[src/rtl/hazard_pkg.sv]
// Shared types and helpers for the N-issue hazard controller.
package hazard_pkg;

  typedef enum logic [1:0] {
    StRun,
    StFlush,
    StMduWait
  } haz_state_e;

  localparam int unsigned FWD_REGFILE = 0;

  // Encoding: 0 = register file, 1+k = M lane k, 1+lanes+k = W lane k.
  function automatic int unsigned fwd_sel(int unsigned lane, logic is_w, int unsigned lanes);
    return is_w ? (1 + lanes + lane) : (1 + lane);
  endfunction

endpackage

[src/rtl/hazard_ctrl_nway_if.sv]
// Pipeline-side bundle of the hazard controller. Optional perf counters: HAZ_PERF_CNT_EN.
interface hazard_ctrl_nway_if #(
  parameter int unsigned LANES = 2,
  parameter int unsigned REGW  = 5
);
  localparam int unsigned FWD_W = $clog2(2 * LANES + 1);

  logic [LANES*REGW-1:0]  rs1_d;
  logic [LANES*REGW-1:0]  rs2_d;
  logic [LANES*REGW-1:0]  rs1_e;
  logic [LANES*REGW-1:0]  rs2_e;
  logic [LANES*REGW-1:0]  rd_e;
  logic [LANES-1:0]       memread_e;
  logic [LANES*REGW-1:0]  rd_m;
  logic [LANES*REGW-1:0]  rd_w;
  logic [LANES-1:0]       regwrite_m;
  logic [LANES-1:0]       regwrite_w;
  logic                   redirect_e;
  logic                   mdu_start_e;
  logic                   mdu_done;

  logic [LANES*FWD_W-1:0] fwd1_e;
  logic [LANES*FWD_W-1:0] fwd2_e;
  logic [LANES-1:0]       we_w_mask;
  logic                   stall_f;
  logic                   stall_d;
  logic                   stall_e;
  logic                   flush_d;
  logic                   flush_e;
  logic                   mdu_timeout;
`ifdef HAZ_PERF_CNT_EN
  logic [31:0]            lu_stall_cnt;
  logic [31:0]            mdu_stall_cnt;
  logic [31:0]            flush_cnt;
`endif

  modport master (
    output rs1_d, rs2_d, rs1_e, rs2_e, rd_e, memread_e, rd_m, rd_w,
    output regwrite_m, regwrite_w, redirect_e, mdu_start_e, mdu_done,
    input  fwd1_e, fwd2_e, we_w_mask, stall_f, stall_d, stall_e, flush_d, flush_e,
    input  mdu_timeout
`ifdef HAZ_PERF_CNT_EN
    , input lu_stall_cnt, mdu_stall_cnt, flush_cnt
`endif
  );

  modport slave (
    input  rs1_d, rs2_d, rs1_e, rs2_e, rd_e, memread_e, rd_m, rd_w,
    input  regwrite_m, regwrite_w, redirect_e, mdu_start_e, mdu_done,
    output fwd1_e, fwd2_e, we_w_mask, stall_f, stall_d, stall_e, flush_d, flush_e,
    output mdu_timeout
`ifdef HAZ_PERF_CNT_EN
    , output lu_stall_cnt, mdu_stall_cnt, flush_cnt
`endif
  );

endinterface

[src/rtl/hazard_fwd_lane.sv]
// Priority forward selector for one source operand of one issue lane.
module hazard_fwd_lane
  import hazard_pkg::*;
#(
  parameter int unsigned LANES = 2,
  parameter int unsigned REGW  = 5,
  parameter int unsigned FWD_W = $clog2(2 * LANES + 1)
) (
  input  logic [REGW-1:0]       src,
  input  logic [LANES*REGW-1:0] rd_m,
  input  logic [LANES*REGW-1:0] rd_w,
  input  logic [LANES-1:0]      regwrite_m,
  input  logic [LANES-1:0]      regwrite_w,
  output logic [FWD_W-1:0]      sel
);

  // Later assignments override earlier ones: W lanes, then M lanes, youngest last.
  always_comb begin
    sel = FWD_W'(FWD_REGFILE);
    if (src != '0) begin
      for (int unsigned k = 0; k < LANES; k++) begin
        if (regwrite_w[k] && (rd_w[k*REGW +: REGW] == src)) begin
          sel = FWD_W'(fwd_sel(k, 1'b1, LANES));
        end
      end
      for (int unsigned k = 0; k < LANES; k++) begin
        if (regwrite_m[k] && (rd_m[k*REGW +: REGW] == src)) begin
          sel = FWD_W'(fwd_sel(k, 1'b0, LANES));
        end
      end
    end
  end

endmodule

[src/rtl/hazard_ctrl_nway.sv]
// N-issue hazard controller: forwarding, W write masking, load-use and MDU/flush FSM.
// Optional feature macro: HAZ_PERF_CNT_EN adds saturating stall/flush event counters.
module hazard_ctrl_nway
  import hazard_pkg::*;
#(
  parameter int unsigned LANES        = 2,
  parameter int unsigned REGW         = 5,
  parameter int unsigned FLUSH_CYCLES = 1,
  parameter int unsigned MDU_TIMEOUT  = 64,
  parameter int unsigned FWD_W        = $clog2(2 * LANES + 1)
) (
  input logic               clk,
  input logic               rst_n,
  hazard_ctrl_nway_if.slave hz
);

  localparam int unsigned CNT_MAX = (FLUSH_CYCLES > MDU_TIMEOUT) ? FLUSH_CYCLES : MDU_TIMEOUT;
  localparam int unsigned CNT_W   = $clog2(CNT_MAX) + 1;

  typedef logic [CNT_W-1:0] cnt_t;

  localparam cnt_t CntFlushLoad = cnt_t'(FLUSH_CYCLES - 1);
  localparam cnt_t CntMduLast   = cnt_t'(MDU_TIMEOUT - 1);

  haz_state_e state_q, state_d;
  cnt_t       cnt_q, cnt_d;
  cnt_t       cnt_inc, cnt_dec;

  logic [LANES*FWD_W-1:0] fwd1, fwd2;
  logic [LANES-1:0]       we_mask;
  logic                   lu;
  logic                   stall_fd_c, stall_e_c, flush_d_c, flush_e_c, tmo_c;

  // Forwarding

  for (genvar g = 0; g < LANES; g++) begin : g_fwd
    hazard_fwd_lane #(
      .LANES (LANES),
      .REGW  (REGW),
      .FWD_W (FWD_W)
    ) u_fwd1 (
      .src        (hz.rs1_e[g*REGW +: REGW]),
      .rd_m       (hz.rd_m),
      .rd_w       (hz.rd_w),
      .regwrite_m (hz.regwrite_m),
      .regwrite_w (hz.regwrite_w),
      .sel        (fwd1[g*FWD_W +: FWD_W])
    );

    hazard_fwd_lane #(
      .LANES (LANES),
      .REGW  (REGW),
      .FWD_W (FWD_W)
    ) u_fwd2 (
      .src        (hz.rs2_e[g*REGW +: REGW]),
      .rd_m       (hz.rd_m),
      .rd_w       (hz.rd_w),
      .regwrite_m (hz.regwrite_m),
      .regwrite_w (hz.regwrite_w),
      .sel        (fwd2[g*FWD_W +: FWD_W])
    );
  end

  // Write-back masking: a younger lane writing the same rd suppresses older ones.

  always_comb begin
    we_mask = '0;
    for (int unsigned k = 0; k < LANES; k++) begin
      we_mask[k] = hz.regwrite_w[k] && (hz.rd_w[k*REGW +: REGW] != '0);
      for (int unsigned j = k + 1; j < LANES; j++) begin
        if (hz.regwrite_w[j] && (hz.rd_w[j*REGW +: REGW] == hz.rd_w[k*REGW +: REGW])) begin
          we_mask[k] = 1'b0;
        end
      end
    end
  end

  // Load-use detection

  always_comb begin
    lu = 1'b0;
    for (int unsigned i = 0; i < LANES; i++) begin
      if (hz.memread_e[i] && (hz.rd_e[i*REGW +: REGW] != '0)) begin
        for (int unsigned j = 0; j < LANES; j++) begin
          if ((hz.rd_e[i*REGW +: REGW] == hz.rs1_d[j*REGW +: REGW]) ||
              (hz.rd_e[i*REGW +: REGW] == hz.rs2_d[j*REGW +: REGW])) begin
            lu = 1'b1;
          end
        end
      end
    end
  end

  // Control FSM

  assign cnt_inc = (cnt_q == '1) ? cnt_q : cnt_q + cnt_t'(1);
  assign cnt_dec = (cnt_q == '0) ? cnt_q : cnt_q - cnt_t'(1);

  always_comb begin
    state_d    = state_q;
    cnt_d      = cnt_q;
    stall_fd_c = 1'b0;
    stall_e_c  = 1'b0;
    flush_d_c  = 1'b0;
    flush_e_c  = 1'b0;
    tmo_c      = 1'b0;

    unique case (state_q)
      StRun: begin
        if (hz.redirect_e) begin
          flush_d_c = 1'b1;
          flush_e_c = 1'b1;
          if (FLUSH_CYCLES > 1) begin
            state_d = StFlush;
            cnt_d   = CntFlushLoad;
          end
        end else if (hz.mdu_start_e) begin
          stall_fd_c = 1'b1;
          stall_e_c  = 1'b1;
          state_d    = StMduWait;
          cnt_d      = '0;
        end else if (lu) begin
          stall_fd_c = 1'b1;
          flush_e_c  = 1'b1;
        end
      end

      StFlush: begin
        flush_d_c = 1'b1;
        flush_e_c = 1'b1;
        if (hz.redirect_e) begin
          cnt_d = CntFlushLoad;
        end else if (cnt_q <= cnt_t'(1)) begin
          state_d = StRun;
          cnt_d   = '0;
        end else begin
          cnt_d = cnt_dec;
        end
      end

      StMduWait: begin
        // The accept cycle counts as wait cycle 0, so the timeout lands on accept+MDU_TIMEOUT-1.
        if (hz.mdu_done) begin
          state_d = StRun;
          cnt_d   = '0;
        end else if (cnt_inc >= CntMduLast) begin
          tmo_c   = 1'b1;
          state_d = StRun;
          cnt_d   = '0;
        end else begin
          stall_fd_c = 1'b1;
          stall_e_c  = 1'b1;
          cnt_d      = cnt_inc;
        end
      end

      default: begin
        state_d = StRun;
        cnt_d   = '0;
      end
    endcase
  end

  always_ff @(posedge clk or negedge rst_n) begin
    if (!rst_n) begin
      state_q <= StRun;
      cnt_q   <= '0;
    end else begin
      state_q <= state_d;
      cnt_q   <= cnt_d;
    end
  end

  // Stall/flush are forced low while reset is held, independent of the inputs.
  assign hz.fwd1_e      = fwd1;
  assign hz.fwd2_e      = fwd2;
  assign hz.we_w_mask   = we_mask;
  assign hz.stall_f     = rst_n & stall_fd_c;
  assign hz.stall_d     = rst_n & stall_fd_c;
  assign hz.stall_e     = rst_n & stall_e_c;
  assign hz.flush_d     = rst_n & flush_d_c;
  assign hz.flush_e     = rst_n & flush_e_c;
  assign hz.mdu_timeout = rst_n & tmo_c;

`ifdef HAZ_PERF_CNT_EN
  // Event classes are disjoint: load-use never stalls E, MDU always does, redirect flushes D.
  logic        lu_ev, mdu_ev, flush_ev;
  logic [31:0] lu_cnt_q, mdu_cnt_q, flush_cnt_q;

  assign lu_ev    = stall_fd_c & ~stall_e_c;
  assign mdu_ev   = stall_e_c;
  assign flush_ev = flush_d_c;

  always_ff @(posedge clk or negedge rst_n) begin
    if (!rst_n) begin
      lu_cnt_q    <= '0;
      mdu_cnt_q   <= '0;
      flush_cnt_q <= '0;
    end else begin
      if (lu_ev && (lu_cnt_q != '1)) lu_cnt_q <= lu_cnt_q + 32'd1;
      if (mdu_ev && (mdu_cnt_q != '1)) mdu_cnt_q <= mdu_cnt_q + 32'd1;
      if (flush_ev && (flush_cnt_q != '1)) flush_cnt_q <= flush_cnt_q + 32'd1;
    end
  end

  assign hz.lu_stall_cnt  = lu_cnt_q;
  assign hz.mdu_stall_cnt = mdu_cnt_q;
  assign hz.flush_cnt     = flush_cnt_q;
`endif

endmodule

[src/flat_wrapper.sv]
// flat-port wrapper written by rule: the top's interface ports become plain ports
module hazard_ctrl_nway_flat import hazard_pkg::*;
#(
  parameter int unsigned LANES        = 2,
  parameter int unsigned REGW         = 5,
  parameter int unsigned FLUSH_CYCLES = 1,
  parameter int unsigned MDU_TIMEOUT  = 64,
  parameter int unsigned FWD_W        = $clog2(2 * LANES + 1)
)
  (clk, rst_n, hz_rs1_d, hz_rs2_d, hz_rs1_e, hz_rs2_e, hz_rd_e, hz_memread_e, hz_rd_m, hz_rd_w, hz_regwrite_m, hz_regwrite_w, hz_redirect_e, hz_mdu_start_e, hz_mdu_done, hz_fwd1_e, hz_fwd2_e, hz_we_w_mask, hz_stall_f, hz_stall_d, hz_stall_e, hz_flush_d, hz_flush_e, hz_mdu_timeout);
  hazard_ctrl_nway_if #(.LANES(LANES), .REGW(REGW)) hz_i ();
  input logic clk;
  input logic rst_n;
  input wire logic [$bits(hz_i.rs1_d)-1:0] hz_rs1_d;
  input wire logic [$bits(hz_i.rs2_d)-1:0] hz_rs2_d;
  input wire logic [$bits(hz_i.rs1_e)-1:0] hz_rs1_e;
  input wire logic [$bits(hz_i.rs2_e)-1:0] hz_rs2_e;
  input wire logic [$bits(hz_i.rd_e)-1:0] hz_rd_e;
  input wire logic [$bits(hz_i.memread_e)-1:0] hz_memread_e;
  input wire logic [$bits(hz_i.rd_m)-1:0] hz_rd_m;
  input wire logic [$bits(hz_i.rd_w)-1:0] hz_rd_w;
  input wire logic [$bits(hz_i.regwrite_m)-1:0] hz_regwrite_m;
  input wire logic [$bits(hz_i.regwrite_w)-1:0] hz_regwrite_w;
  input wire logic [$bits(hz_i.redirect_e)-1:0] hz_redirect_e;
  input wire logic [$bits(hz_i.mdu_start_e)-1:0] hz_mdu_start_e;
  input wire logic [$bits(hz_i.mdu_done)-1:0] hz_mdu_done;
  output wire logic [$bits(hz_i.fwd1_e)-1:0] hz_fwd1_e;
  output wire logic [$bits(hz_i.fwd2_e)-1:0] hz_fwd2_e;
  output wire logic [$bits(hz_i.we_w_mask)-1:0] hz_we_w_mask;
  output wire logic [$bits(hz_i.stall_f)-1:0] hz_stall_f;
  output wire logic [$bits(hz_i.stall_d)-1:0] hz_stall_d;
  output wire logic [$bits(hz_i.stall_e)-1:0] hz_stall_e;
  output wire logic [$bits(hz_i.flush_d)-1:0] hz_flush_d;
  output wire logic [$bits(hz_i.flush_e)-1:0] hz_flush_e;
  output wire logic [$bits(hz_i.mdu_timeout)-1:0] hz_mdu_timeout;
  assign hz_i.rs1_d = hz_rs1_d;
  assign hz_i.rs2_d = hz_rs2_d;
  assign hz_i.rs1_e = hz_rs1_e;
  assign hz_i.rs2_e = hz_rs2_e;
  assign hz_i.rd_e = hz_rd_e;
  assign hz_i.memread_e = hz_memread_e;
  assign hz_i.rd_m = hz_rd_m;
  assign hz_i.rd_w = hz_rd_w;
  assign hz_i.regwrite_m = hz_regwrite_m;
  assign hz_i.regwrite_w = hz_regwrite_w;
  assign hz_i.redirect_e = hz_redirect_e;
  assign hz_i.mdu_start_e = hz_mdu_start_e;
  assign hz_i.mdu_done = hz_mdu_done;
  assign hz_fwd1_e = hz_i.fwd1_e;
  assign hz_fwd2_e = hz_i.fwd2_e;
  assign hz_we_w_mask = hz_i.we_w_mask;
  assign hz_stall_f = hz_i.stall_f;
  assign hz_stall_d = hz_i.stall_d;
  assign hz_stall_e = hz_i.stall_e;
  assign hz_flush_d = hz_i.flush_d;
  assign hz_flush_e = hz_i.flush_e;
  assign hz_mdu_timeout = hz_i.mdu_timeout;
  hazard_ctrl_nway #(.LANES(LANES), .REGW(REGW), .FLUSH_CYCLES(FLUSH_CYCLES), .MDU_TIMEOUT(MDU_TIMEOUT), .FWD_W(FWD_W)) u_core (.clk(clk), .rst_n(rst_n), .hz(hz_i));
endmodule
[config.mk]
export PLATFORM = sky130hd
export DESIGN_NAME = hazard_ctrl_nway_flat
export DESIGN_NICKNAME = d
export VERILOG_FILES = /design/src/rtl/hazard_pkg.sv /design/src/rtl/hazard_ctrl_nway_if.sv /design/src/rtl/hazard_fwd_lane.sv /design/src/rtl/hazard_ctrl_nway.sv /design/src/flat_wrapper.sv
export SDC_FILE = /design/constraint.sdc
export NUM_CORES = 1
export LEC_CHECK = 0
export ABC_AREA = 1
export CAP_MARGIN = 5
export CORE_UTILIZATION = 49
export DETAILED_ROUTE_END_ITERATION = 10
export PLACE_DENSITY = 0.88
export SKIP_LAST_GASP = 1
export SYNTH_ARGS = -nofsm -noshare
export SYNTH_HDL_FRONTEND = slang
export SYNTH_SLANG_ARGS = --single-unit
[constraint.sdc]
create_clock -name clk -period 5.9 [get_ports clk]
set_input_delay 1.18 -clock clk [delete_from_list [all_inputs] [get_ports clk]]
set_output_delay 1.18 -clock clk [all_outputs]
set_load 0.01 [all_outputs]
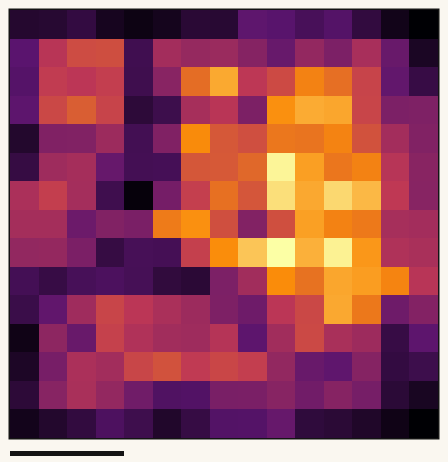
*Wire density map, run 1*
The bar under the picture is 20 um long. The die is cut into 15 by 15 equal tiles; black is low, pale yellow is high, scaled to the fullest tile. Values are wire area over tile area, all layers added.
densest ninth of the die: east
tiles over half the peak: 31%
nearly empty tiles: 1.3%
fullest tile: 0.73
mean over tiles: 0.30

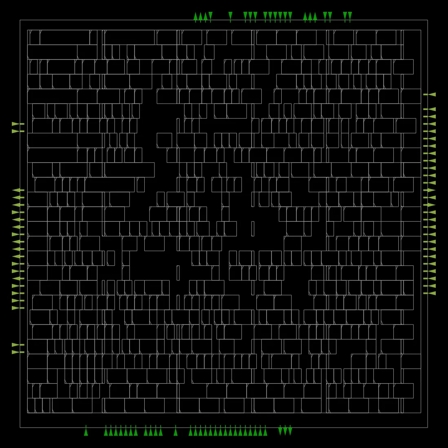
*Placement view, run 1*
Tapcell Cnt: 70
filler cell count: 482
CORE AREA: 0.005140 sq mm
flop share of the area: 5.440%

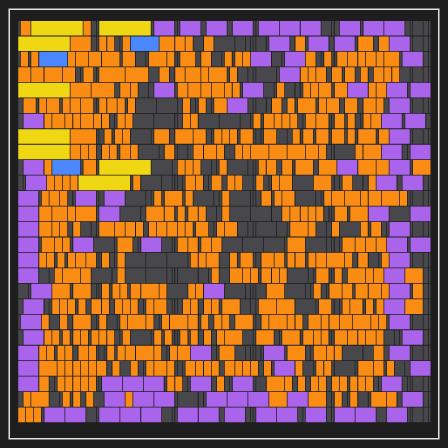
*Cells coloured by class, run 1*
Fill, decap, tap and diode cells in grey.
| colour | class | cells |
|---|---|---|
| purple | remaining buffers and delay cells | 100 |
| yellow | registers | 8 |
| orange | remaining logic cells | 467 |
| blue | clock-net drivers | 3 |

[run 1: registers in the layout (all words and copies together), names as in the netlist]
| name | cells |
|---|---|
| u_core.cnt_q | 7 |
| u_core.state_q | 1 |
[run 1: cell usage in the layout (no fill, tap or decap)]
cell and n:
nand2_1 133, clkdlybuf4s50_1 100, inv_1 80, nor2_1 42
nand3_1 35, o22ai_1 29, xnor2_1 25, a21oi_1 23
xor2_1 22, o21ai_0 14, nand4_1 12, nor3_1 10
dfrtp_1 8, nor4_1 5, nor2_2 5, nand2_2 4
nor3b_1 4, a21boi_1 3, a211oi_1 3, nand3_2 3
clkbuf_8 3, inv_2 2, o2111ai_1 2, or2_2 1
a21boi_0 1, a221oi_1 1, nor2_4 1, nand2_4 1
nand4_2 1, o31ai_1 1, o211ai_1 1, o21ai_1 1
or2_1 1, ha_1 1
[run 1: per-layer routing]
metal / global-route usage (%) / vias up / routed length, um
li1: - / 1776 / -
met1: 46.86 / 1651 / 4221
met2: 58.63 / 213 / 4497
met3: 4.630 / 29 / 952
met4: 12.96 / 0 / 283
met5: 0 / - / 0
[run 1: path summary, 6_finish.rpt]
check	startpoint	to	slack, ps	cells past startpoint
hold reg to reg	u_core.cnt_q[6]$_DFFE_PN0P_	u_core.cnt_q[6]$_DFFE_PN0P_	550	2
setup / recovery	hz_rd_w[2]	hz_fwd1_e[4]	1170	8
setup reg to reg	u_core.state_q[1]$_DFFE_PN0P_	u_core.cnt_q[0]$_DFFE_PN0P_	4080	5
max in group asynchronous	rst_n	u_core.cnt_q[5]$_DFFE_PN0P_	4290	1
min in group asynchronous	rst_n	u_core.cnt_q[4]$_DFFE_PN0P_	1280	1
hold / removal	u_core.cnt_q[6]$_DFFE_PN0P_	u_core.cnt_q[6]$_DFFE_PN0P_	550	2
==> qor.yml, run 1 <==
critPathLaunchType: "input port"
power_leader: "combinational cells"
pre_cts_ws_ps: 1306
ys_seq_share_pct: 7.605
seq_power_mw: 0.0624
portBuffers: 100
ys_cells: 493
power.leakage_nw: 1.739
slew_headroom_pct: 45.59
max_cap_violations: 0
flops: 8
cp_max_fo: 6
nets: 662
root_buffer: "clkbuf_8"
hold_slack_ps: 553.8
drc_errors: 0
grt_max_degree: 14
cts_setup_buffers: 0
crit_path_cell_trace: "clkdlybuf4s50_1, inv_1, nand2_1, nand4_1, nor4_1, nand3_1, a21boi_1, clkdlybuf4s50_1"
nNonClkBuffers: 100
synth-adder-area-share_pct: 0.4753
die_w_um: 75.30
ys_ff: 8
wirelength_um: 9955
p_comb_share_pct: 66.7
ant_nets: 0
async_flop_share_pct: 100.0
yosys_area_sq_mm: 0.002633
fp.dieH_um: 75.30
synthTopCellsByCount: "nand2_1, inv_1, nor2_1"
critPathSlowestCell: "clkdlybuf4s50_1"
ys_types: 36
netlist_area_sq_mm: 0.002633
clk_pin_slew_ps: 40
worstPathRequired_ps: 4720
row_count: 26
p_per_area_mw_per_mm2: 105.5
nonClkBufAreaFrac_pct: 27.20
crit_type: "input port to output pin"
io_pins: 101
floorplan.core_util_pct: 51.22
synthSimpleGateAreaFrac_pct: 43.77
yosysMostFrequentCell: "nand2_1"
p_comb_mw: 0.259
top_cell_area_share_pct: 18.96
clkPwrFrac_pct: 17.2
area_growth_pct: 39.78
crit_top_cell: "clkdlybuf4s50_1"
htree_levels: 1
die_area_sq_mm: 0.005669
cts_max_path_buffers: 2
drtIter0Drc: 315
status: "finished clean"
cp-end-kind: "output pin"
yosysWarningCount: 0
hold_violations: 0
clockNetworkAreaShare_pct: 1.122
cts_tree: "built"
seq_area_sq_um: 200.2
synthAoiAreaFrac_pct: 17.68
logic_family: "simple AND/OR/NAND/NOR gates"
grt_pass1_vias: 3266
hold_path.class: "flop to flop"
hpwlAfterDp_um: 7855
tool_warnings: 26
power.total_mw: 0.3883
comb.multi_input.count: 385
synth.area.mux_share_pct: 0
synth_area_per_cell_sq_um: 5.340
critPathBufInv: 3
ir_drop_v: 0.0001504
wire_per_inst_um: 15.36
seqPwrFrac_pct: 16.1
ff_type: "dfrtp_1"
finalSetupTns_ps: 0
layout_setup_ws_ps: 1174
grt_overflow: 0
synth_nets: 575
swShare_pct: 43.04
slew_viol_final: 0
worst_path_largest_cell_delay_ps: 710
finalSetupViolCount: 0
clkLatencyLatePin_ps: 230
comb_share_pct: 55.49
grt_pass1_wl_um: 15160
yosys-top-cells-area: "nand2_1, inv_1, xnor2_1"
layout-drive-gt1-share_pct: 3.633
design_area_sq_mm: 0.003680
rsz0062_at_grt: "no"
dp.cells: 645
hold_buffers: 0
grt_usage_pct: 35.31
dr.pass1.iters: 6
via_count: 3669
antenna_cells: 0
### Layout detail, run 1

The bar under the picture is 20 um long. Region (0, 0) to (50, 50) um. Cells in grey, sequential cells in the stronger grey; small squares are vias.
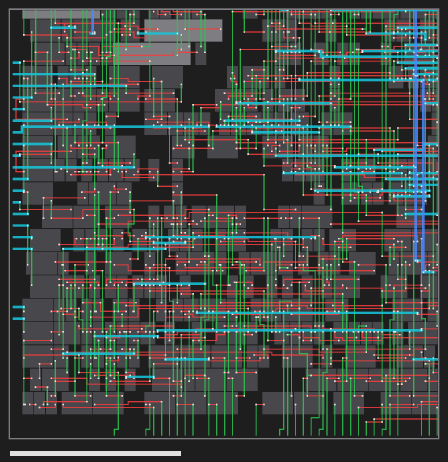

==> inputs of run 2 (changes only) <==
Settings changed: CORE_UTILIZATION 49 to 41, PLACE_DENSITY 0.88 to 0.79.
Clock period 5.9 ns to 4 ns, I/O delays scaled along.
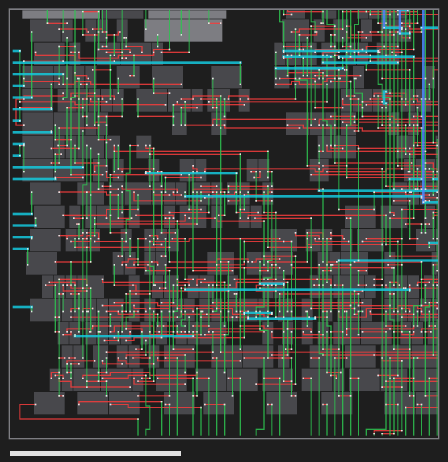
*Layout detail, run 2*
The bar under the picture is 20 um long. Region (0, 0) to (50, 50) um. Cells in grey, sequential cells in the stronger grey; small squares are vias.
| colour | layer |
|---|---|
| blue | M4 |
| cyan | M3 |
| red | M1 |
| green | M2 |
cells with their middle in the window: 244
most frequent: nand2_1 (74), clkdlybuf4s50_1 (44), inv_1 (39)
sequential cells in the window: 1
netlist names of flops here include: u_core.cnt_q (1)

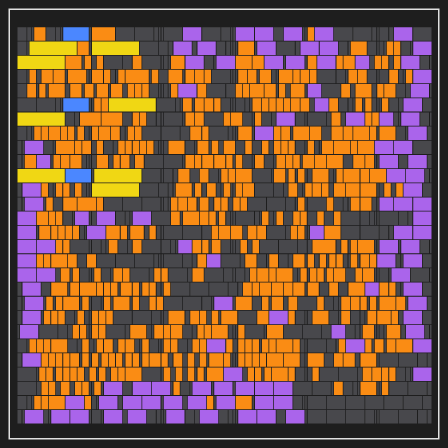
*Cells coloured by class, run 2*
Fill, decap, tap and diode cells in grey.
| colour | class | cells |
|---|---|---|
| yellow | registers | 8 |
| purple | remaining buffers and delay cells | 112 |
| orange | remaining logic cells | 467 |
| blue | clock-net drivers | 3 |

==> qor.yml, run 2 <==
grt_max_degree: 14
floorplan.core_util_pct: 43.44
fp.dieH_um: 82.13
hpwlAfterDp_um: 8143
grt_util_met3_pct: 3.626
yosys-top-cells-area: "nand2_1, inv_1, xnor2_1"
worst_path_largest_cell_delay_ps: 670
die_area_sq_mm: 0.006745
crit_path_cell_trace: "clkdlybuf4s50_1, inv_1, nand2_1, nand3_1, nor4_2, buf_4, nand3_1, a21boi_1, clkdlybuf4s50_1"
power.leakage_nw: 1.798
synth_area_per_cell_sq_um: 5.340
cts_max_path_buffers: 2
synth_nets: 575
nNonClkBuffers: 112
finalSetupViolCount: 0
grt_overflow: 0
clkLatencyLatePin_ps: 230
ant_nets: 0
critPathLaunchType: "input port"
ff2ff_setup_slack_ps: 2320
fill_cells: 597
antenna_cells: 0
ys_types: 36
grt_pass1_wl_um: 15700
top_regs: "u_core.cnt_q x7, u_core.state_q x1"
wirelength_um: 9969
drc_errors: 0
max_cap_violations: 0
wl_met3_um: 830
top_cell_area_share_pct: 18.96
grt_pass1_vias: 3316
ir_drop_v: 0.0002317
met1Wirelength_um: 4195
htree_levels: 1
final_cell_mix: "nand2_1, clkdlybuf4s50_1, inv_1"
grt_usage_pct: 29.86
clk_pin_slew_ps: 40
cp_max_fo: 6
wire_per_inst_um: 14.99
ys_seq_share_pct: 7.605
cp-end-kind: "output pin"
via_count: 3637
io_pins: 101
use_met1_pct: 37.81
slew_headroom_pct: 73.73
critPathSlowestCell: "clkdlybuf4s50_1"
worstPathRequired_ps: 3200
clockNetworkAreaShare_pct: 1.092
die_w_um: 82.13
hold_violations: 0
netlist_area_sq_mm: 0.002633
regMostFlops: "u_core.cnt_q"
async_flop_share_pct: 100.0
area_growth_pct: 43.68
ys_cells: 493
comb.multi_input.count: 385
yosysWarningCount: 0
ys_ff: 8
nets: 674
comb_share_pct: 54.15
nonClkBufAreaFrac_pct: 28.85
root_buffer: "clkbuf_8"
yosys_area_sq_mm: 0.002633
core_area_sq_mm: 0.006061
hold_slack_ps: 566.5
portBuffers: 100
status: "finished clean"
seq_area_sq_um: 200.2
-- run 2: cell counts after synthesis --
No cell type changed its count.
-- run 2: logic make-up (layout without fill, tap and decap cells) --
group | after synthesis | count (layout) | synth area share (%)
AND/OR/NAND/NOR | 258 | 258 | 43.77
buffers and inverters | 100 | 197 | 14.83
AND-OR/OR-AND | 79 | 79 | 17.68
XOR/XNOR | 47 | 47 | 15.64
flip-flops | 8 | 8 | 7.604
adder cells (fa/ha/maj) | 1 | 1 | 0.4752
-- run 2: power by group --
group	internal (mW)	switching (mW)
Sequential	0.0870	0.00474
Clock	0.0651	0.0306
Combinational	0.183	0.208
-- run 2: worst paths after layout --
kind,from,to,cells past startpoint
worst min register to register,u_core.cnt_q[6]$_DFFE_PN0P_,u_core.cnt_q[6]$_DFFE_PN0P_,2
min in group asynchronous,rst_n,u_core.state_q[1]$_DFFE_PN0P_,1
worst max register to register,u_core.cnt_q[1]$_DFFE_PN0P_,u_core.cnt_q[4]$_DFFE_PN0P_,9
max in group asynchronous,rst_n,u_core.cnt_q[6]$_DFFE_PN0P_,2
worst max-delay path,hz_rs1_e[6],hz_fwd1_e[4],9
worst min-delay path,u_core.cnt_q[6]$_DFFE_PN0P_,u_core.cnt_q[6]$_DFFE_PN0P_,2
-- run 2: repair_timing --
item | 4_1_cts | 5_1_grt
endpoints found under the setup margin | 0 | 2
resized | 0 | 1
hold buffers | 0 | 0
-- run 2: stage by stage --
step           cells  worst slack [ps]  cell area [sq um]
2_1_floorplan    493              1367               2633
3_3_place_gp     662             32.37               3735
3_5_place_dp     662             133.4               3735
4_1_cts          665             118.4               3776
5_1_grt          665             16.96               3782
6_report         665             135.2               3782
-- run 2: worst max-delay path, delay by kind of cell --
family,cells,cell delay [ps]
AOI/OAI and AO/OA,1,130
buffers and inverters,4,1570
and+or+nand+nor,4,580
Power figures rest on the tool's default switching activity, not on a simulated workload.
